<file path="config.mk">
export PLATFORM = sky130hd
export DESIGN_NAME = system86_video_timing
export DESIGN_NICKNAME = d
export VERILOG_FILES = /design/src/rtl/system86_video_pkg.sv /design/src/rtl/system86_pix_ce_gen.sv /design/src/rtl/system86_video_timing.sv
export SDC_FILE = /design/constraint.sdc
export NUM_CORES = 1
export LEC_CHECK = 0
export CAP_MARGIN = 20
export CELL_PAD_IN_SITES_DETAIL_PLACEMENT = 1
export CELL_PAD_IN_SITES_GLOBAL_PLACEMENT = 1
export CORE_UTILIZATION = 25
export CTS_BUF_LIST = sky130_fd_sc_hd__clkbuf_2 sky130_fd_sc_hd__clkbuf_4 sky130_fd_sc_hd__clkbuf_8
export DETAILED_ROUTE_END_ITERATION = 8
export PLACE_DENSITY_LB_ADDON = 0.1
export SLEW_MARGIN = 20
export SYNTH_ARGS = -nofsm -noshare
export SYNTH_HDL_FRONTEND = slang
export SYNTH_SLANG_ARGS = --single-unit
</file>
<file path="constraint.sdc">
create_clock -name clk -period 2.4 [get_ports clk]
set_input_delay 0.48 -clock clk [delete_from_list [all_inputs] [get_ports clk]]
set_output_delay 0.48 -clock clk [all_outputs]
set_load 0.02 [all_outputs]
</file>
<file path="src/rtl/system86_video_pkg.sv">
// Default System86 video timing constants and shared types for the
// timing generator and anything that needs to know the raster geometry.
package system86_video_pkg;

  // Raster counters are 9 bits; every total must fit in 512.
  localparam int CNT_W = 9;

  // 49.152 MHz master clock divided down to a 6.144 MHz pixel clock.
  localparam int MASTER_HZ   = 49_152_000;
  localparam int PIX_CLK_DIV = 8;
  localparam int PIX_HZ      = MASTER_HZ / PIX_CLK_DIV;

  // Horizontal geometry, in pixels.
  localparam int H_TOTAL_DEF      = 384;
  localparam int H_ACTIVE_DEF     = 288;
  localparam int H_SYNC_START_DEF = 300;
  localparam int H_SYNC_LEN_DEF   = 32;

  // Vertical geometry, in lines.
  localparam int V_TOTAL_DEF      = 264;
  localparam int V_ACTIVE_DEF     = 224;
  localparam int V_SYNC_START_DEF = 240;
  localparam int V_SYNC_LEN_DEF   = 8;

  typedef logic [CNT_W-1:0] cnt_t;

  typedef struct packed {
    logic [7:0] r;
    logic [7:0] g;
    logic [7:0] b;
  } rgb_t;

  // True when c lies in the half-open window [start, start+len).
  function automatic logic in_window(cnt_t c, int start, int len);
    return (int'(c) >= start) && (int'(c) < start + len);
  endfunction

endpackage

</file>
<file path="src/rtl/system86_pix_ce_gen.sv">
// Master-clock divider producing the one-clk-wide pixel clock enable.
module system86_pix_ce_gen #(
  parameter int CLK_DIV = 8
) (
  input  logic i_clk,
  input  logic i_rst,
  output logic o_pix_ce
);

  localparam int DIV_W = (CLK_DIV > 1) ? $clog2(CLK_DIV) : 1;
  localparam logic [DIV_W-1:0] DIV_LAST = DIV_W'(CLK_DIV - 1);

  logic [DIV_W-1:0] r_div;

  // Free-running divider; reset restarts the phase so the first enable
  // lands CLK_DIV-1 clks after release.
  always_ff @(posedge i_clk) begin
    if (!i_rst || r_div == DIV_LAST) r_div <= '0;
    else                             r_div <= r_div + 1'b1;
  end

  // Qualified with rst so that CLK_DIV=1 (div stuck at its last value)
  // still reports no enable while reset is held.
  assign o_pix_ce = i_rst & (r_div == DIV_LAST);

endmodule

</file>
<file path="src/rtl/system86_video_timing.sv">
// Raster counters, blanking/sync decode and registered RGB/sync output
// stage for the System86 video path.
module system86_video_timing
  import system86_video_pkg::*;
#(
  parameter int CLK_DIV      = PIX_CLK_DIV,
  parameter int H_TOTAL      = H_TOTAL_DEF,
  parameter int H_ACTIVE     = H_ACTIVE_DEF,
  parameter int H_SYNC_START = H_SYNC_START_DEF,
  parameter int H_SYNC_LEN   = H_SYNC_LEN_DEF,
  parameter int V_TOTAL      = V_TOTAL_DEF,
  parameter int V_ACTIVE     = V_ACTIVE_DEF,
  parameter int V_SYNC_START = V_SYNC_START_DEF,
  parameter int V_SYNC_LEN   = V_SYNC_LEN_DEF,
  parameter int SYNC_POL     = 0
) (
  input  logic             clk,
  input  logic             rst,
  input  logic [7:0]       R_in,
  input  logic [7:0]       G_in,
  input  logic [7:0]       B_in,
  output logic             pix_ce,
  output logic [CNT_W-1:0] hcnt,
  output logic [CNT_W-1:0] vcnt,
  output logic             hblank,
  output logic             vblank,
  output logic             de,
  output logic             frame_start,
  output logic [7:0]       R,
  output logic [7:0]       G,
  output logic [7:0]       B,
  output logic             HSYNC,
  output logic             VSYNC
);

  localparam cnt_t H_LAST = cnt_t'(H_TOTAL - 1);
  localparam cnt_t V_LAST = cnt_t'(V_TOTAL - 1);
  localparam logic POL    = (SYNC_POL != 0);

  logic w_pix_ce;
  logic w_h_wrap;
  logic w_v_wrap;
  logic w_hs_act;
  logic w_vs_act;
  logic w_hblank;
  logic w_vblank;
  logic w_de;
  cnt_t r_hcnt;
  cnt_t r_vcnt;
  rgb_t r_rgb;
  logic r_hsync;
  logic r_vsync;

  system86_pix_ce_gen #(
    .CLK_DIV (CLK_DIV)
  ) u_pix_ce (
    .i_clk    (clk),
    .i_rst    (rst),
    .o_pix_ce (w_pix_ce)
  );

  assign w_h_wrap = (r_hcnt == H_LAST);
  assign w_v_wrap = (r_vcnt == V_LAST);

  // Blanking and sync windows decode straight from the registered counters.
  // vcnt only moves on a line wrap, so vs_act only changes at line boundaries.
  assign w_hblank = int'(r_hcnt) >= H_ACTIVE;
  assign w_vblank = int'(r_vcnt) >= V_ACTIVE;
  assign w_de     = !w_hblank && !w_vblank;
  assign w_hs_act = in_window(r_hcnt, H_SYNC_START, H_SYNC_LEN);
  assign w_vs_act = in_window(r_vcnt, V_SYNC_START, V_SYNC_LEN);

  // Pixel/line counters, stepping once per pixel enable.
  always_ff @(posedge clk) begin
    if (!rst) begin
      r_hcnt <= '0;
      r_vcnt <= '0;
    end else if (w_pix_ce) begin
      r_hcnt <= w_h_wrap ? '0 : r_hcnt + 1'b1;
      if (w_h_wrap) r_vcnt <= w_v_wrap ? '0 : r_vcnt + 1'b1;
    end
  end

  // Output stage: colour and sync share one register stage so the pins
  // stay aligned, one pixel behind the counters.
  always_ff @(posedge clk) begin
    if (!rst) begin
      r_rgb   <= '0;
      r_hsync <= !POL;
      r_vsync <= !POL;
    end else if (w_pix_ce) begin
      r_rgb   <= w_de ? rgb_t'{R_in, G_in, B_in} : '0;
      r_hsync <= w_hs_act ~^ POL;
      r_vsync <= w_vs_act ~^ POL;
    end
  end

  assign pix_ce      = w_pix_ce;
  assign hcnt        = r_hcnt;
  assign vcnt        = r_vcnt;
  assign hblank      = w_hblank;
  assign vblank      = w_vblank;
  assign de          = w_de;
  assign frame_start = w_pix_ce & w_h_wrap & w_v_wrap;
  assign R           = r_rgb.r;
  assign G           = r_rgb.g;
  assign B           = r_rgb.b;
  assign HSYNC       = r_hsync;
  assign VSYNC       = r_vsync;

endmodule

</file>
run_1/clock_map.png
Drawn at 6 px/um.
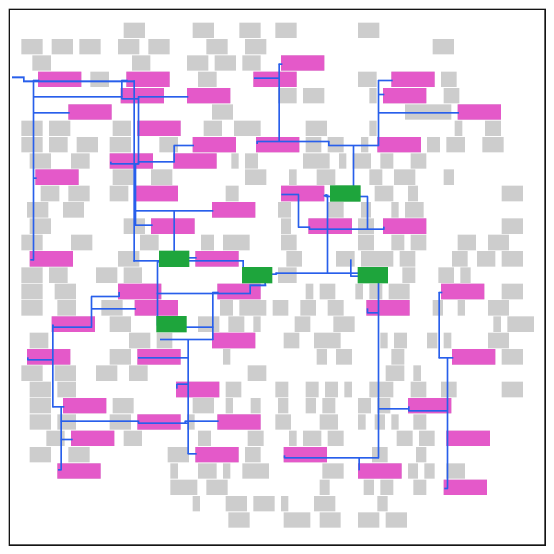
[green] cells driving clock nets | count: 5
[blue] clock wires | length: 618 um
[magenta] flip-flops | count: 47
flops lie: widely spread
routed clock nets: 6
source-to-sink clock delay at the later pin of the worst-skew pair: 300 ps
power in the clock group: 0.000494 W

run_1/metal_stack.png
Drawn at 3 px/um.
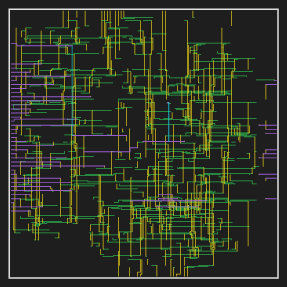
[purple] met3 | wire length: 529 um
[yellow] met2 | wire length: 2,250 um
[green] met1 | wire length: 2,420 um
[cyan] met4 | wire length: 42.8 um
vias post-DR: 1,758
Total Wirelength: 5240 um

run_1/final_clocks.png
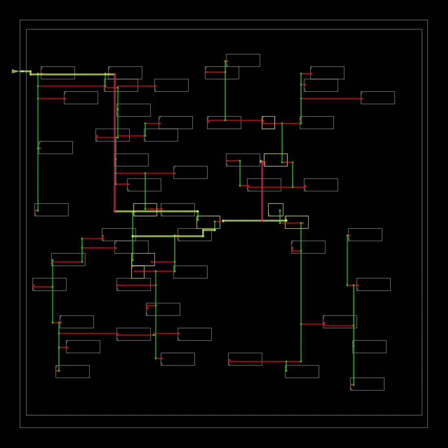
total CTS buffers: 5
Flop Count: 47
maximum clock skew at final layout: 8.31 ps
final-layout clock buffer total: 6
total clock sinks: 47

## run 1: synthesized netlist by cell type (5+ instances only)
cell and instances:
sky130_fd_sc_hd__ha_1 6, sky130_fd_sc_hd__nor2b_1 6, sky130_fd_sc_hd__xnor2_1 5, sky130_fd_sc_hd__clkbuf_1 6, sky130_fd_sc_hd__nor2_1 12, sky130_fd_sc_hd__o21ai_0 8
sky130_fd_sc_hd__nand2_1 8, sky130_fd_sc_hd__a22o_1 23, sky130_fd_sc_hd__nand3_1 6, sky130_fd_sc_hd__inv_1 7, sky130_fd_sc_hd__dfxtp_1 47, sky130_fd_sc_hd__nor4_1 5
sky130_fd_sc_hd__nand4_1 6
## run 1: per-stage QoR
step	utilization	instance area (um2)	power (W)	instances	hold slack, ps
6_report	0.414	3020	0.00136	383	429
4_1_cts	0.412	3000	0.00139	383	436
2_1_floorplan	-	1900	0.000828	187	398
5_1_grt	0.414	3020	0.00143	383	447
3_5_place_dp	0.399	2910	0.000883	375	420
3_3_place_gp	0.399	2910	0.000882	375	416
## run 1: registers in the layout, summed over array words and instances, names as in the netlist
name and count:
R 8, vcnt 9, VSYNC 1, G 8, hcnt 9, HSYNC 1
B 8, u_pix_ce.r_div 3
## run 1: timing repair
item | CTS | global route
gates resized | 1 | 4
setup endpoints to repair | 1 | 3
endpoints found under the hold margin | 0 | 0
## run 1: power breakdown
part           internal (W)  switching [W]
clock network      0.000221       0.000273
logic             0.0000482      0.0000275
registers          0.000785     0.00000245
## run 1: cell families after synthesis
group | synth area share
AND/OR/NAND/NOR | 0.203
AND-OR/OR-AND | 0.162
buffers and inverters | 0.0363
XOR/XNOR | 0.0416
adder cells (fa/ha/maj) | 0.0396
flip-flops | 0.496
multiplexers | 0.0211
## run 1: how the worst min path moves through the flow
stage | cells past startpoint | slack [ps] | start | end
after global placement | 1 | 420 | u_pix_ce.r_div[0] | u_pix_ce.r_div[0]
after floorplan | 1 | 400 | u_pix_ce.r_div[0] | u_pix_ce.r_div[0]
after detailed placement | 1 | 420 | u_pix_ce.r_div[0] | u_pix_ce.r_div[0]
after CTS | 1 | 440 | u_pix_ce.r_div[0] | u_pix_ce.r_div[0]
final | 1 | 430 | u_pix_ce.r_div[0] | u_pix_ce.r_div[0]
after global routing | 1 | 450 | u_pix_ce.r_div[0] | u_pix_ce.r_div[0]
## run 1: cell type report
cell class / count / area, um2 / share of cell area
Multi-Input combinational cell: 123 / 900 / 0.298
Sequential cell: 47 / 941 / 0.312
Clock inverter: 2 / 16.3 / 0.00539
Inverter: 7 / 26.3 / 0.00871
Clock buffer: 6 / 76.3 / 0.0253
Timing Repair Buffer: 99 / 933 / 0.309
Tap cell: 99 / 124 / 0.0411
## run 1: per-layer routing
layer / global-route usage / share of wire
met1: 0.184 / 0.46
met2: 0.210 / 0.43
met3: 0.0600 / 0.10
met4: 0.0346 / 0.0080
met5: 0 / 0
==> ci_impl_report.md, run 1 <==
### Yosys + OpenROAD results

| Metric | Value |
|---|---|
| Result of the run | finished, final reports clean |
| Placement Rows | 31 |
| Number of instances in the synthesized netlist | 187 |
| Share of flip-flops with an asynchronous set or reset | 0 |
| Die area | 7930 um2 |
| Number of ports placed on the die boundary | 75 |
| Die H | ~89 um |
| Portion of the clock cycle consumed by the worst path in the final layout | 0.952 |
| Worst slack at placement | -180 ps |
| OpenROAD warnings | 30 |
| Overflow left after global routing | 0 |
| Worst hold-check path type | reg -> reg |
| Data required time at the worst endpoint | 1920 ps |
| R2r startpoint | hcnt[0] |
| Part of the Yosys area used for sequential elements | 0.496 |
| Worst path max stage delay | 360 ps |
| Tally of filler cells in the layout | 859 |
| Routability congestion estimate | 0.737 |
| Unrepaired setup endpoints after global routing | false |
| Most frequent logic cells in the routed design | 71 x sky130_fd_sc_hd__clkdlybuf4s50_1, 47 x sky130_fd_sc_hd__dfxtp_1, 25 x sky130_fd_sc_hd__buf_4 |
| Power density over the cells | 450 nW/um2 |
| Worst Setup Path Type | reg -> out |
run_1/met3.png
Drawn at 6 px/um.
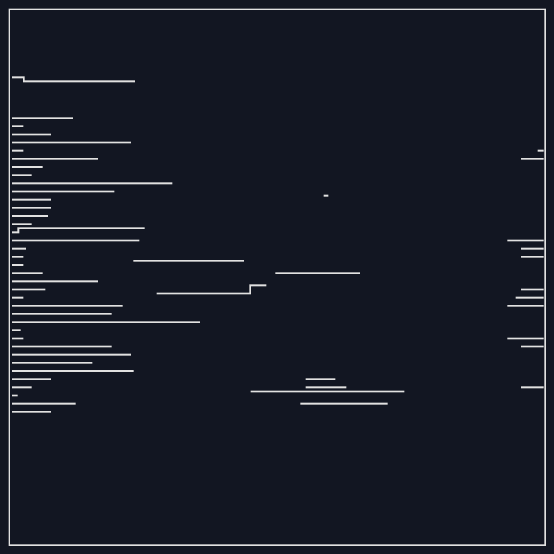

==> run 2: changes to the inputs <==
==> constraint.sdc (replaced) <==
create_clock -name clk -period 2.7 [get_ports clk]
set_input_delay 0.54 -clock clk [delete_from_list [all_inputs] [get_ports clk]]
set_output_delay 0.54 -clock clk [all_outputs]
set_load 0.1 [all_outputs]
run_2/met3.png
Drawn at 6 px/um.
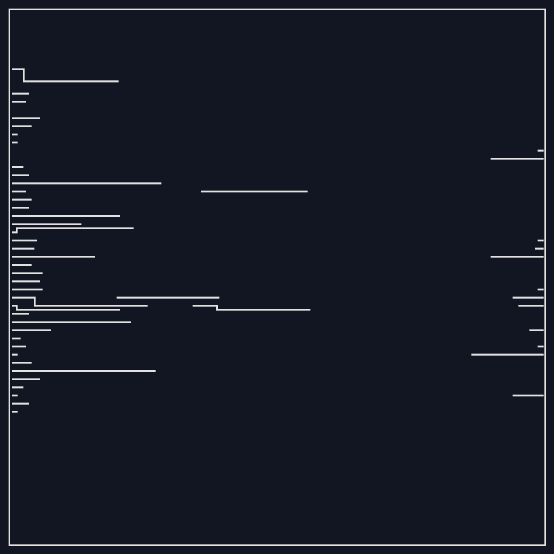
wire length on this layer: 370 um
longest straight run: 24.6 um
nets with wire on the layer: 51
main direction: horizontal
share of all routed wire: 7.4%
Total Wirelength: 5030 um
met3 global-route usage: 0.0489
vias post-DR: 1,670

==> run 2 against run 1 <==
Compared with the run above: synthesized cell count stayed put; final area is 6.1% lower; combinational power is 3% higher; critical path depth stayed put; routed wire length is 4.1% lower; register-to-register slack better by 270 ps; clock power is 11% lower; die area stayed put; first-iteration DRC count is 88% higher.
==> ci_impl_report.md, run 2 <==
### Yosys + OpenROAD results

| Metric | Value |
|---|---|
| Result of the run | finished, final reports clean |
| Total clock sinks | 47 (unchanged) |
| Layout cells sized above 1 | 0.351 |
| Placement Rows | 31 (unchanged) |
| Tally of filler cells in the layout | 860 (+0.12%) |
| Part of the Yosys area used for sequential elements | 0.496 (unchanged) |
| Number of instances in the synthesized netlist | 187 (unchanged) |
| Most instantiated cells after synthesis | 47 x sky130_fd_sc_hd__dfxtp_1, 23 x sky130_fd_sc_hd__a22o_1, 12 x sky130_fd_sc_hd__nor2_1 |
| Power density over the cells | 428 nW/um2 (-4.8%) |
| Die area | 7930 um2 (unchanged) |
| Unrepaired setup endpoints after global routing | false |
| Flip-flop and latch area | 967 um2 (+2.8%) |
| Cell count of the worst hold path | 1 (unchanged) |
| All-Layer GR Usage | 0.133 |
| Maximum clock skew at final layout | 4.79 ps (-3.52 ps) |
| Leak Pwr | 1.17 nW |
| Number of ports placed on the die boundary | 75 (unchanged) |
| Global routing usage on met2 | 0.206 (-0.00350) |
| First-pass GRT wire length | 8070 um |
| Final hold violations | 0 |
| Number of enable flip-flop cells | 0 |
| MaxCap Viol Count | 0 |
| Die H | 89.1 um (unchanged) |
| Worst hold-check path type | reg -> reg |
| Most repeated cell in the gate-level netlist after synthesis | sky130_fd_sc_hd__dfxtp_1 |
| Portion of the clock cycle consumed by the worst path in the final layout | 0.888 |
| Worst Hold Margin | 428 ps (-0.468 ps) |
| TritonCTS clock tree | yes |
| Share of flip-flops with an asynchronous set or reset | 0 (unchanged) |
| Worst Setup Path Type | reg -> out |
| Clock slew seen by the registers of the worst setup and hold paths | 90 ps |
| Data required time at the worst endpoint | 2160 ps (+240 ps) |
| Met1 Use GR | 0.175 (-0.00949) |
| Overflow left after global routing | 0 (unchanged) |
| Overall power after layout | 0.00121 W (-11%) |
| Layer with the highest usage after global routing | met2 |
| Total CTS buffers | 5 (unchanged) |
| Number of cell instances on the worst register-to-register path | 5 |
| CTS resizes | 0 (-1) |
| OpenROAD warnings | 31 (+3.3%) |
| Total area of multi-input combinational cells | 936 um2 (+4.0%) |
| Source-to-sink clock delay at the later pin of the worst-skew pair | 300 ps (about the same) |
| Most frequent logic cells in the routed design | 53 x sky130_fd_sc_hd__buf_4, 32 x sky130_fd_sc_hd__dfxtp_1, 25 x sky130_fd_sc_hd__clkdlybuf4s50_1 |
run 2: final cells by class:
class,count,share of cell area
multi-input combinational,123,0.330
clock inverter,3,0.00839
tap,99,0.0437
inverter,7,0.00927
sequential,47,0.341
clock buffer,5,0.0243
timing repair buffer,80,0.243
run 2: path summary, 6_finish.rpt:
path                startpoint                 to  slack (ps)
min          u_pix_ce.r_div[0]  u_pix_ce.r_div[0]         430
max                    vcnt[1]        frame_start         300
min reg2reg  u_pix_ce.r_div[0]  u_pix_ce.r_div[0]         430
max reg2reg            hcnt[1]            vcnt[8]         600
run 2: through the flow:
step	cells	cell area (um2)	worst slack, ps	utilization
final	364	2830	302	0.389
after global routing	364	2830	170	0.389
after global placement	356	2740	434	0.376
after floorplan	187	1960	-115	-
after CTS	364	2830	277	0.389
after detailed placement	356	2740	381	0.376
run 2: worst max-delay path, cell delays in order, from the launching register on:
cell                      delay (ps)
sky130_fd_sc_hd__dfxtp_4         410
sky130_fd_sc_hd__ha_4            170
sky130_fd_sc_hd__nor4b_2         190
sky130_fd_sc_hd__nand4_1         190
sky130_fd_sc_hd__nor4_4          380
sky130_fd_sc_hd__buf_12          220
run 2: power breakdown:
group	internal, W	switching (W)	total, W
sequential	0.000695	0.00000223	0.000697
clock	0.000186	0.000254	0.000440
combinational	0.0000432	0.0000344	0.0000776
run 2: cell families after synthesis:
family,Yosys count,synth area share
multiplexers,4,0.0211
AND-OR/OR-AND,40,0.162
AND/OR/NAND/NOR,64,0.203
adder cells (fa/ha/maj),6,0.0396
flip-flops,47,0.496
buffers and inverters,17,0.0363
XOR/XNOR,9,0.0416
run 2: routing by layer:
metal	vias to the layer above	part of all wire	wire length [um]
li1	826	-	-
met1	785	0.48	2440
met2	55	0.43	2160
met3	4	0.074	370
met4	0	0.011	55
met5	-	0	0
==> run 3: changes to the inputs <==
Settings changed: CTS_BUF_LIST sky130_fd_sc_hd__clkbuf_2 sky130_fd_sc_hd__clkbuf_4 sky130_fd_sc_hd__clkbuf_8 to unset.
run_3/met3.png
Drawn at 6 px/um.
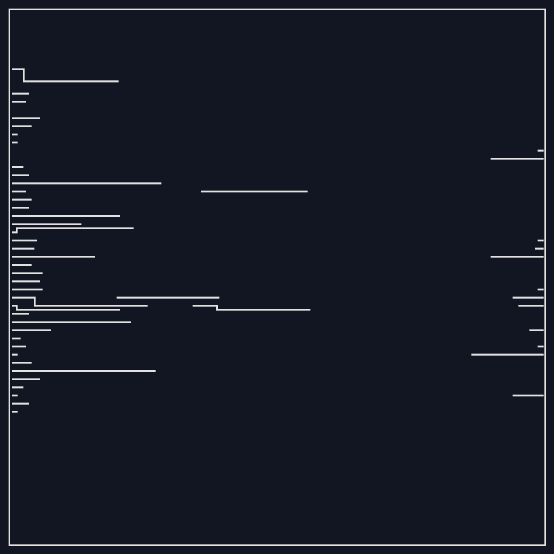
wire length on this layer: 370 um
nets with wire on the layer: 51
share of all routed wire: 7.4%
longest straight run: 24.6 um
main direction: horizontal

==> run 3 against run 2 <==
Compared with the run above: combinational power is essentially flat; critical path type unchanged; largest cell class unchanged; sequential power about the same; clock skew stayed put; critical endpoint unchanged; worst hold slack unchanged; flip-flop count unchanged.
==> ci_impl_report.md, run 3 <==
### Yosys + OpenROAD results

| Metric | Value |
|---|---|
| Result of the run | finished, final reports clean |
| Power density over the cells | 428 nW/um2 (unchanged) |
| Number of instances in the synthesized netlist | 187 (unchanged) |
| Most frequent logic cells in the routed design | 53 x sky130_fd_sc_hd__buf_4, 32 x sky130_fd_sc_hd__dfxtp_1, 25 x sky130_fd_sc_hd__clkdlybuf4s50_1 |
| Final hold violations | 0 (unchanged) |
| Worst Setup Path Type | reg -> out |
| Number of ports placed on the die boundary | 75 (unchanged) |
| Count of buffer and inverter cells on the critical path | 1 (unchanged) |
| Clock slew seen by the registers of the worst setup and hold paths | 90 ps (about the same) |
| CTS resizes | 0 (unchanged) |
| Cell family with the largest share of critical-path delay | simple AND/OR/NAND/NOR gates |
| OpenROAD warnings | 31 (unchanged) |
| Vias post-DR | 1,670 (unchanged) |
| R2r startpoint | hcnt[1] |
| TritonCTS clock tree | yes |
| CP max stage cell | sky130_fd_sc_hd__dfxtp_4 |
| Die H | 89.1 um (unchanged) |
| All-Layer GR Usage | 0.133 (unchanged) |
| Maximum clock skew at final layout | 4.79 ps (unchanged) |
| Final setup margin | 302 ps (unchanged) |
| Worst hold-check path type | reg -> reg |
| Leak Pwr | 1.17 nW (unchanged) |
| Worst path max stage delay | 410 ps (about the same) |
| Die area | 7930 um2 (unchanged) |
| Worst slack at placement | 381 ps (unchanged) |
| FF-to-FF End | vcnt[8] |
| Overflow left after global routing | 0 (unchanged) |
| Part of the Yosys area used for sequential elements | 0.496 (unchanged) |
| First-pass GRT wire length | 8070 um (unchanged) |
| Portion of the clock cycle consumed by the worst path in the final layout | 0.888 (unchanged) |
| WHS Endpoint | u_pix_ce.r_div[0] |
| Critical path cell sequence | ha_4, nor4b_2, nand4_1, nor4_4, buf_12 |
| Total Wirelength | 5030 um (unchanged) |
| Source-to-sink clock delay at the later pin of the worst-skew pair | 300 ps (about the same) |
[run 3: stage by stage]
stage               cells  cell area, um2  hold WS, ps  TNS (ps)   util
floorplan             187            1960          398      -115      -
global placement      356            2740          418         0  0.376
detailed placement    356            2740          422         0  0.376
CTS                   364            2830          437         0  0.389
global route          364            2830          457         0  0.389
finish                364            2830          428         0  0.389
[run 3: layout make-up]
cell class,instances,area [um2],area share
multi-input combinational,123,936,0.330
sequential,47,967,0.341
clock inverter,3,23.8,0.00839
tap,99,124,0.0437
clock buffer,5,68.8,0.0243
inverter,7,26.3,0.00927
timing repair buffer,80,688,0.243
[run 3: metal layers]
layer | vias to the layer above | part of all wire | global-route usage
li1 | 826 | - | -
met4 | 0 | 0.011 | 0.0390
met1 | 785 | 0.48 | 0.175
met3 | 4 | 0.074 | 0.0489
met2 | 55 | 0.43 | 0.206
met5 | - | 0 | 0
[run 3: worst max-delay path by stage]
| stage | from | end | slack (ps) | cells past startpoint |
|---|---|---|---|---|
| after global routing | vcnt[1] | frame_start | 170 | 5 |
| final | vcnt[1] | frame_start | 300 | 5 |
| after detailed placement | rst | frame_start | 380 | 4 |
| after CTS | vcnt[1] | frame_start | 280 | 5 |
| after global placement | rst | frame_start | 430 | 4 |
| after floorplan | hcnt[0] | frame_start | -120 | 3 |
[run 3: report_power, final]
group / internal (W) / switching (W) / total (W)
Combinational: 0.0000432 / 0.0000344 / 0.0000776
Sequential: 0.000695 / 0.00000223 / 0.000697
Clock: 0.000186 / 0.000254 / 0.000440
[run 3: cells by family after synthesis]
group,count (synthesis),synth area share
mux,4,0.0211
flops,47,0.496
xor+xnor,9,0.0416
compound gates,40,0.162
simple gates,64,0.203
buf+inv,17,0.0363
fa+ha+maj,6,0.0396
Power and IR drop assume default switching activity.
